### Register map, names as in the netlist, run 1

Bar = 20 µm.
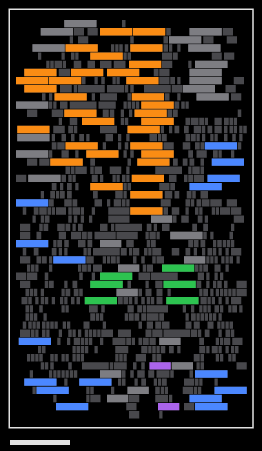
### Drive-strength map, run 1

Bar = 20 µm.
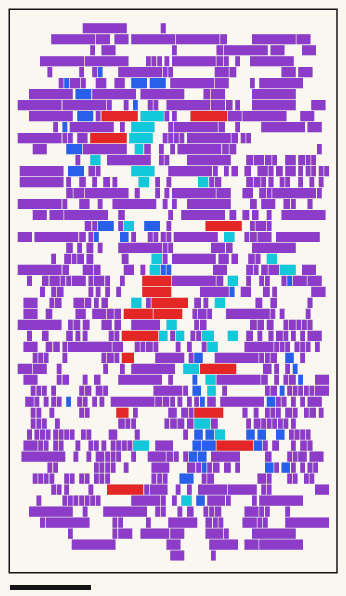
### Layout detail, run 1

Region (46, 20) to (76, 50) µm. Cells in grey, sequential cells in the stronger grey; small squares are vias.
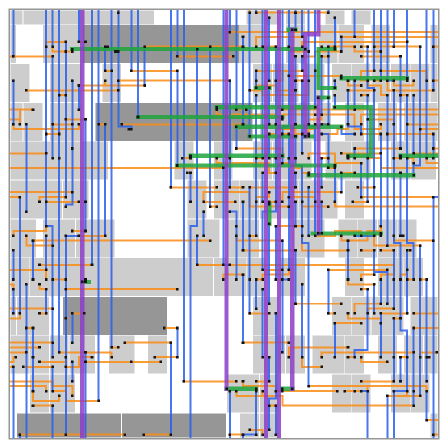
**config.mk**
```make
export PLATFORM = sky130hd
export DESIGN_NAME = csi_lane_aligner
export DESIGN_NICKNAME = d
export VERILOG_FILES = /design/src/rtl/csi_lane_aligner.sv
export SDC_FILE = /design/constraint.sdc
export NUM_CORES = 1
export LEC_CHECK = 0
export ABC_AREA = 1
export CAP_MARGIN = 40
export CORE_ASPECT_RATIO = 1.75
export CORE_MARGIN = 1.5
export CORE_UTILIZATION = 50
export CTS_CLUSTER_SIZE = 20
export DETAILED_ROUTE_END_ITERATION = 16
export PLACE_DENSITY_LB_ADDON = 0.05
export SLEW_MARGIN = 20
export SYNTH_ARGS = -nofsm -noshare
export SYNTH_HDL_FRONTEND = slang
export SYNTH_SLANG_ARGS = --single-unit
```
**constraint.sdc**
```tcl
create_clock -name clk -period 3.11 [get_ports clk]
set_clock_uncertainty 0.1 [all_clocks]
set_input_delay 0.7775 -clock clk [delete_from_list [all_inputs] [get_ports clk]]
set_output_delay 0.7775 -clock clk [all_outputs]
set_load 0.01 [all_outputs]
```
**src/rtl/csi_lane_aligner.sv**
```systemverilog
// Two-lane CSI-2 aligner: per-lane bit-offset hunt for the HS sync byte, inter-lane
// deskew through small per-lane delay buffers, and merge into 16-bit words with SOP.
module csi_lane_aligner #(
  parameter logic [7:0] SYNC_BYTE = 8'hB8,
  parameter int         SKEW_MAX  = 2
) (
  input  logic        clk,
  input  logic        reset,
  input  logic        hs_active,
  input  logic        raw_valid,
  input  logic [7:0]  raw_lane0,
  input  logic [7:0]  raw_lane1,
  output logic [15:0] out_data,
  output logic        out_valid,
  output logic        out_sop,
  output logic        locked,
  output logic        sync_err
);

  localparam int PTR_W = (SKEW_MAX > 1) ? $clog2(SKEW_MAX) : 1;
  localparam int CNT_W = $clog2(SKEW_MAX + 2);

  typedef enum logic [1:0] {HUNT, SKEW_WAIT, LOCKED, WAIT_LP} state_t;

  state_t           state_q, state_d;
  logic [7:0]       cur_q   [2];
  logic [2:0]       off_q   [2];
  logic             early_q;
  logic             skewed_q;
  logic             first_q;
  logic [CNT_W-1:0] cnt_q;
  logic [PTR_W-1:0] wr_ptr_q, rd_ptr_q;
  logic [7:0]       buf_q   [2][SKEW_MAX];

  logic [7:0]  raw      [2];
  logic [15:0] win      [2];
  logic [1:0]  hit;
  logic [2:0]  hit_off  [2];
  logic [7:0]  aligned  [2];
  logic [7:0]  lane_out [2];
  logic        late;
  logic        sync_err_d;

  function automatic logic [PTR_W-1:0] ptr_inc(input logic [PTR_W-1:0] p);
    return (int'(p) == SKEW_MAX - 1) ? '0 : p + 1'b1;
  endfunction

  assign late   = ~early_q;
  assign locked = (state_q == LOCKED);

  // The window seen on a beat is {incoming byte, last byte}; bit 0 is oldest.
  always_comb begin
    raw[0] = raw_lane0;
    raw[1] = raw_lane1;
    for (int i = 0; i < 2; i++) begin
      win[i]     = {raw[i], cur_q[i]};
      hit[i]     = 1'b0;
      hit_off[i] = '0;
      // Descending scan so the lowest matching offset is the one that sticks.
      for (int k = 7; k >= 0; k--) begin
        if (win[i][k +: 8] == SYNC_BYTE) begin
          hit[i]     = 1'b1;
          hit_off[i] = 3'(k);
        end
      end
      aligned[i]  = win[i][off_q[i] +: 8];
      lane_out[i] = (skewed_q && (early_q == 1'(i))) ? buf_q[i][rd_ptr_q] : aligned[i];
    end
  end

  // NOTE: every always_comb output gets a default first so no path leaves it unassigned (no latch).
  always_comb begin
    state_d    = state_q;
    sync_err_d = 1'b0;
    if (raw_valid) begin
      case (state_q)
        HUNT: begin
          if (&hit)      state_d = LOCKED;
          else if (|hit) state_d = SKEW_WAIT;
        end
        SKEW_WAIT: begin
          if (int'(cnt_q) + 1 > SKEW_MAX) begin
            state_d    = WAIT_LP;
            sync_err_d = 1'b1;
          end else if (hit[late]) begin
            state_d = LOCKED;
          end
        end
        default: ;
      endcase
    end
  end

  // NOTE: sequential state uses non-blocking assignments so every register samples pre-edge values.
  always_ff @(posedge clk) begin
    if (reset || !hs_active) begin
      // NOTE: the deskew buffers are cleared too; they are tiny and a stale byte must never leak out.
      state_q   <= HUNT;
      out_valid <= 1'b0;
      out_sop   <= 1'b0;
      sync_err  <= 1'b0;
      early_q   <= 1'b0;
      skewed_q  <= 1'b0;
      first_q   <= 1'b0;
      cnt_q     <= '0;
      wr_ptr_q  <= '0;
      rd_ptr_q  <= '0;
      for (int i = 0; i < 2; i++) begin
        cur_q[i] <= '0;
        off_q[i] <= '0;
        for (int j = 0; j < SKEW_MAX; j++) buf_q[i][j] <= '0;
      end
      if (reset) out_data <= '0;
    end else begin
      state_q   <= state_d;
      sync_err  <= sync_err_d;
      out_valid <= 1'b0;
      out_sop   <= 1'b0;
      if (raw_valid) begin
        cur_q[0] <= raw[0];
        cur_q[1] <= raw[1];
        case (state_q)
          HUNT: begin
            if (|hit) begin
              for (int i = 0; i < 2; i++) if (hit[i]) off_q[i] <= hit_off[i];
              early_q  <= ~hit[0];
              skewed_q <= ~(&hit);
              first_q  <= 1'b1;
              cnt_q    <= '0;
              wr_ptr_q <= '0;
              rd_ptr_q <= '0;
            end
          end
          SKEW_WAIT: begin
            buf_q[early_q][wr_ptr_q] <= aligned[early_q];
            wr_ptr_q <= ptr_inc(wr_ptr_q);
            cnt_q    <= cnt_q + 1'b1;
            if (hit[late]) off_q[late] <= hit_off[late];
          end
          LOCKED: begin
            out_valid <= 1'b1;
            out_sop   <= first_q;
            first_q   <= 1'b0;
            out_data  <= {lane_out[1], lane_out[0]};
            if (skewed_q) begin
              buf_q[early_q][wr_ptr_q] <= aligned[early_q];
              wr_ptr_q <= ptr_inc(wr_ptr_q);
              rd_ptr_q <= ptr_inc(rd_ptr_q);
            end
          end
          default: ;
        endcase
      end
    end
  end

endmodule

```
==> results.py, run 1 <==
# Flow results
metrics = {
    "timing": {
        "rsz0062_at_grt": "false",
        "hold_viol": 0,
        "slew-limit-headroom_pct": 40.83,
        "slew_violations": 0,
    },
    "clocking": {
        "cts_setup_buffers": 0,
        "cts_num_sinks": 82,
        "cts_resized": 0,
        "clk_latency_ns": 0.34,
    },
    "hold_path": {
        "min_to": "out_sop$_SDFF_PP0_",
        "min_path_cells": 2,
    },
    "floorplanning": {
        "die_y_um": 139.2,
        "core-area_um2": 10300,
        "io-pin-count": 40,
        "row_count": 49,
        "die_width_um": 80.81,
    },
    "run": {
        "drv_cap": 0,
    },
    "cells_and_area": {
        "nFillCells": 972,
        "diodes": 0,
        "final_util_pct": 59.12,
        "drive_gt1_share_pct": 12.26,
        "regArea_um2": 2342,
        "instances_no_fill": 853,
    },
    "routing": {
        "antenna_left": 0,
        "wl_met1_um": 4978,
    },
    "logic_synthesis": {
        "synthTopLogicFamily": "simple AND/OR/NAND/NOR gates",
        "flop_cell": "edfxtp_1",
        "ys_seq_share_pct": 44.21,
        "topCellsByArea": "edfxtp_1 (40%), nand2_1 (13%), nor2_1 (6.3%), inv_1 (6.2%), o21ai_0 (4.9%)",
        "syn_avg_cell_area_um2": 7.779,
        "yosysCellCount": 681,
        "ys_sh_aoi_pct": 12.56,
        "synthesis.area_um2": 5298,
    },
    "power_and_ir_drop": {
        "p_clk_uw": 1000,
        "swShare_pct": 26.78,
        "seq_power_share_pct": 49.1,
        "p_leak_uw": 0.002746,
        "clkPwrFrac_pct": 38.5,
    },
    "global_route": {
        "gr-usage-met1_pct": 26.18,
        "grt_max_degree": 29,
        "antenna_found_initial": 0,
    },
    "placement": {
        "preCtsSetupSlack_ns": 0.1735,
        "routabilityCongestion": 0.9183,
        "detailed_place_hpwl_um": 10260,
    },
    "setup_path": {
        "startpoint": "raw_lane0[2]",
        "arrival_ns": 2.75,
        "crit_chain": "clkdlybuf4s50_1 -> inv_2 -> nand2_1 -> o21ai_0 -> nand2_1 -> o21ai_0 -> o21ai_0 -> nand2_1 -> o21ai_4 -> inv_2 -> nor2_1",
        "ff2ff_path_depth": 7,
        "end_kind": "flip-flop",
        "r2r-end": "buf_q[0][3]$_SDFFCE_PN0P_",
        "rrSetupSlack_ns": 0.75,
        "critPathMaxStageDelay_ns": 0.62,
        "crit_type": "in2reg",
    },
    "outcome": {
        "status": "complete, no violations",
    },
}
Back to the opening pictures, 'Register map, names as in the netlist':
cur_q: shown in blue, sequential cells 16. cnt_q: shown in purple, sequential cells 2. buf_q: shown in orange, sequential cells 32. off_q: shown in green, sequential cells 6.
Another 26 sequential cells are not coloured.

Back to the opening pictures, 'Drive-strength map':
_0 and _1 cells: shown in purple, cells 637, share 88%, most used nand2_1. _6 and larger: shown in red, cells 16, share 2.2%, most used clkbuf_16. _2 cells: shown in blue, cells 43, share 5.9%, most used inv_2. _3 and _4 cells: shown in cyan, cells 30, share 4.1%, most used buf_4.
post-route cell area: 6090 µm²
bufs w/o clock: 53
PnR worst setup slack: 0.4677 ns
P&R area growth vs syn: 14.95%

Back to the opening pictures, 'Layout detail':
metal 1: shown in orange. metal 4: shown in purple. metal 2: shown in blue. metal 3: shown in green.
99 logic cells have their middle in the window. Sequential cells in the window: 5. Netlist names of flops here include off_q (2). Most frequent: nor2_1 (24), nand2_1 (22).

run 1: layout make-up:
cell class,count,share of cell area [%]
Timing Repair Buffer,53,8.136
Inverter,107,6.760
Clock inverter,6,0.8013
Sequential cell,82,38.46
Clock buffer,10,3.760
Tap cell,127,2.609
Multi-Input combinational cell,468,39.47
run 1: flip-flops by register name, summed over array words and instances (netlist names):
name / flops
buf_q: 32
cur_q: 16
out_data: 16
off_q: 6
cnt_q: 2
state_q: 2
early_q: 1
first_q: 1
out_sop: 1
out_valid: 1
rd_ptr_q: 1
skewed_q: 1
sync_err: 1
wr_ptr_q: 1
run 1: critical path, delay by kind of cell:
kind	cells	cell delay, ns
AND/OR/NAND/NOR	4	0.42
AND-OR/OR-AND	4	0.79
buffers and inverters	3	0.77
## Run 2: what changed since run 1
==> constraint.sdc (replaced) <==
create_clock -name clk -period 2.5 [get_ports clk]
set_clock_uncertainty 0.1 [all_clocks]
set_input_delay 0.625 -clock clk [delete_from_list [all_inputs] [get_ports clk]]
set_output_delay 0.625 -clock clk [all_outputs]
set_load 0.01 [all_outputs]
### Routed clock nets over the placement, run 2

Bar = 20 µm.
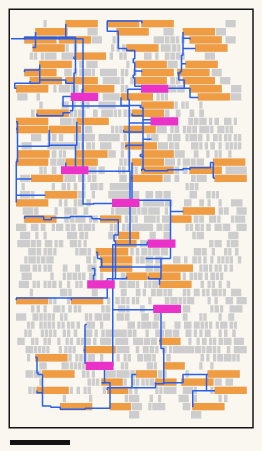
clock wires: shown in blue, length 1080 µm. flip-flops: shown in orange, count 82. clock drivers: shown in magenta, count 9.
There are 10 routed clock nets. Position of the flops: spread over the die.

### Layout detail, run 2

Region (46, 20) to (76, 50) µm. Cells in grey, sequential cells in the stronger grey; small squares are vias.
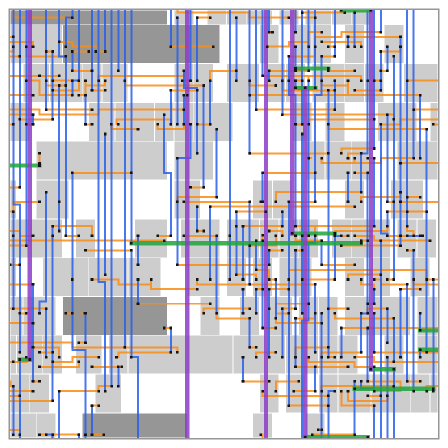
metal 1: shown in orange. metal 4: shown in purple. metal 2: shown in blue. metal 3: shown in green.
Most frequent: nand2_1 (23), nor2_1 (20), buf_4 (10). Sequential cells in the window: 3. 98 logic cells have their middle in the window.

==> results.py, run 2 <==
# Flow results
metrics = {
    "outcome": {
        "status": "complete, no violations",
    },
    "power_and_ir_drop": {
        "seq_power_share_pct": 46.8,
        "swShare_pct": 25.78,
        "clkPwrFrac_pct": 39.5,
        "p_leak_uw": 0.003080,
        "p_clk_uw": 1340,
    },
    "floorplanning": {
        "io-pin-count": 40,
        "core-area_um2": 10300,
        "die_width_um": 80.81,
    },
    "logic_synthesis": {
        "flop_cell": "edfxtp_1",
        "yosysCellCount": 681,
        "syn_avg_cell_area_um2": 7.779,
        "synthesis.area_um2": 5298,
        "synthTopLogicFamily": "simple AND/OR/NAND/NOR gates",
        "ys_seq_share_pct": 44.21,
        "topCellsByArea": "edfxtp_1 (40%), nand2_1 (13%), nor2_1 (6.3%), inv_1 (6.2%), o21ai_0 (4.9%)",
        "ys_sh_aoi_pct": 12.56,
    },
    "global_route": {
        "grt_max_degree": 20,
        "antenna_found_initial": 0,
        "gr-usage-met1_pct": 28.21,
    },
    "cells_and_area": {
        "nFillCells": 924,
        "instances_no_fill": 910,
        "final_util_pct": 64.10,
        "regArea_um2": 2342,
        "regMostFlops": "buf_q",
        "top_regs": "buf_q (32), cur_q (16), out_data (16)",
        "area_delta_synth_final_pct": 24.63,
        "drive_gt1_share_pct": 18.90,
        "design_area_um2": 6603,
    },
    "hold_path": {
        "min_to": "out_sop$_SDFF_PP0_",
        "min_path_cells": 2,
    },
    "placement": {
        "routabilityCongestion": 0.9683,
        "detailed_place_hpwl_um": 10710,
    },
    "setup_path": {
        "ff2ff_path_depth": 12,
        "rrSetupSlack_ns": 0.32,
        "arrival_ns": 1.67,
        "startpoint": "state_q[0]$_SDFFE_PN0P_",
        "crit_type": "reg2out",
        "r2r-end": "buf_q[0][12]$_SDFFCE_PN0P_",
    },
    "clocking": {
        "clk_latency_ns": 0.34,
        "cts_setup_buffers": 0,
        "cts_resized": 0,
    },
    "timing": {
        "rsz0062_at_grt": "false",
        "slew-limit-headroom_pct": 63.04,
        "hold_viol": 0,
    },
    "routing": {
        "wl_met1_um": 5195,
    },
}
==> run 2: netlist changes by cell type in the layout (fill, tap and decap cells not counted), sizes merged <==
cell and delta:
dlymetal6s2s +3, clkinvlp -1, clkdlybuf4s50 -3, bufinv +1, clkinv +1, clkbuf -1
buf +57
==> run 2: layout make-up <==
| cell class | instances | area share [%] |
|---|---|---|
| multi-input combinational | 468 | 36.48 |
| sequential | 82 | 35.47 |
| timing repair buffer | 110 | 14.86 |
| inverter | 107 | 6.235 |
| clock buffer | 9 | 3.411 |
| tap | 127 | 2.407 |
| clock inverter | 7 | 1.137 |
==> run 2: critical path, cell delays in order, from the launching register on <==
cell and delay [ns]:
dfxtp_1 0.33, inv_1 0.10, ha_1 0.32, clkdlybuf4s50_1 0.60
## Run 3: what changed since run 2
--- a/config.mk
+++ b/config.mk
@@ -10,6 +10,7 @@
 export CORE_ASPECT_RATIO = 1.75
 export CORE_MARGIN = 1.5
 export CORE_UTILIZATION = 50
+export CTS_CLUSTER_DIAMETER = 200
 export CTS_CLUSTER_SIZE = 20
 export DETAILED_ROUTE_END_ITERATION = 16
 export PLACE_DENSITY_LB_ADDON = 0.05
### Register map, names as in the netlist, run 3

Bar = 20 µm.
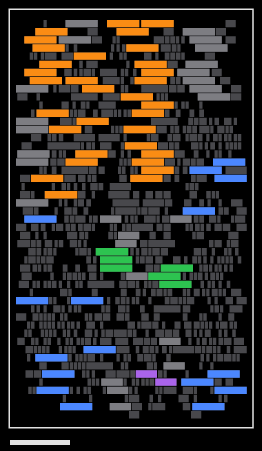
buf_q: shown in orange, sequential cells 32. cnt_q: shown in purple, sequential cells 2. cur_q: shown in blue, sequential cells 16. off_q: shown in green, sequential cells 6.

### Layout detail, run 3

Region (46, 20) to (76, 50) µm. Cells in grey, sequential cells in the stronger grey; small squares are vias.
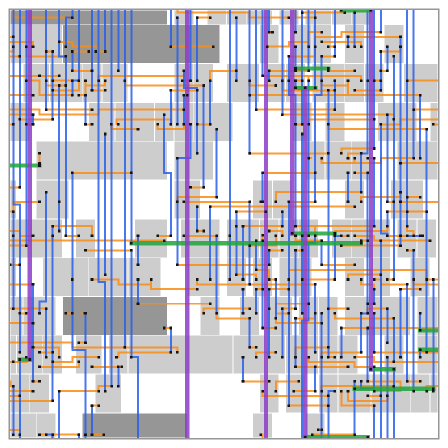
metal 2: shown in blue. metal 4: shown in purple. metal 1: shown in orange. metal 3: shown in green.
98 logic cells have their middle in the window. Sequential cells in the window: 3. Most frequent: nand2_1 (23), nor2_1 (20), buf_4 (10).

==> results.py, run 3 <==
# Flow results
metrics = {
    "logic_synthesis": {
        "synthesis.area_um2": 5298,
        "ys_seq_share_pct": 44.21,
        "syn_avg_cell_area_um2": 7.779,
        "flop_cell": "edfxtp_1",
    },
    "clocking": {
        "cts_setup_buffers": 0,
        "clk_latency_ns": 0.34,
        "cts_resized": 0,
    },
    "cells_and_area": {
        "diodes": 0,
        "nMultiInputCombCells": 468,
        "buf_share_pct": 14.86,
        "n_all_inverters": 107,
        "regMostFlops": "buf_q",
        "area_delta_synth_final_pct": 24.63,
        "buffers": 110,
        "largest_register_ffs": 32,
        "instances_no_fill": 910,
    },
    "setup_path": {
        "crit_family": "buffers and inverters",
        "rrSetupSlack_ns": 0.32,
        "crit_chain": "inv_1 -> ha_1 -> clkdlybuf4s50_1",
        "arrival_ns": 1.67,
        "crit_type": "reg2out",
        "critPathMaxStageDelay_ns": 0.60,
    },
    "run": {
        "drv_cap": 0,
    },
    "outcome": {
        "status": "complete, no violations",
    },
    "floorplanning": {
        "core-area_um2": 10300,
        "tap_cells": 127,
        "die_y_um": 139.2,
        "io-pin-count": 40,
        "die_width_um": 80.81,
    },
    "power_and_ir_drop": {
        "seq_power_share_pct": 46.8,
        "p_clk_uw": 1340,
        "clkPwrFrac_pct": 39.5,
        "p_leak_uw": 0.003080,
        "swShare_pct": 25.78,
    },
    "placement": {
        "detailed_place_hpwl_um": 10710,
        "routabilityCongestion": 0.9683,
    },
    "timing": {
        "slew-limit-headroom_pct": 63.04,
    },
}
run 3: cell counts after synthesis:
No cell type changed its count.
run 3: cell families (layout without fill, tap and decap cells):
family / Yosys count / count (layout) / synth area share, %
buffers and inverters: 131 / 233 / 10.42
AND/OR/NAND/NOR: 330 / 330 / 27.42
multiplexers: 20 / 20 / 3.968
flip-flops: 82 / 82 / 44.21
AND-OR/OR-AND: 112 / 112 / 12.56
adder cells (fa/ha/maj): 6 / 6 / 1.417
run 3: through the flow:
step           setup WS (ns)  TNS (ns)  instance area [µm²]  util [%]
2_1_floorplan         0.1903         0                 5298         -
3_3_place_gp         -0.1959    -8.642                 6290     61.07
3_5_place_dp         -0.2264    -10.84                 6290     61.07
4_1_cts              0.08812         0                 6590     63.98
5_1_grt             0.001893         0                 6603     64.10
6_report              0.1054         0                 6603     64.10

==> screenshots <==
Clock wiring as the flow saved it.
panel A
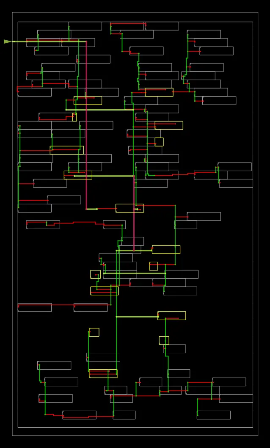
panel B
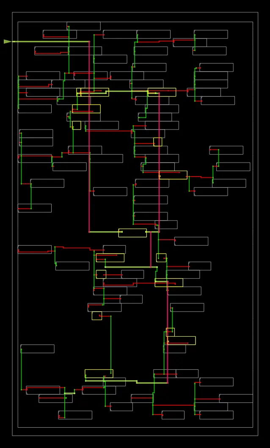
run 2 -> panel A
run 1 -> panel B

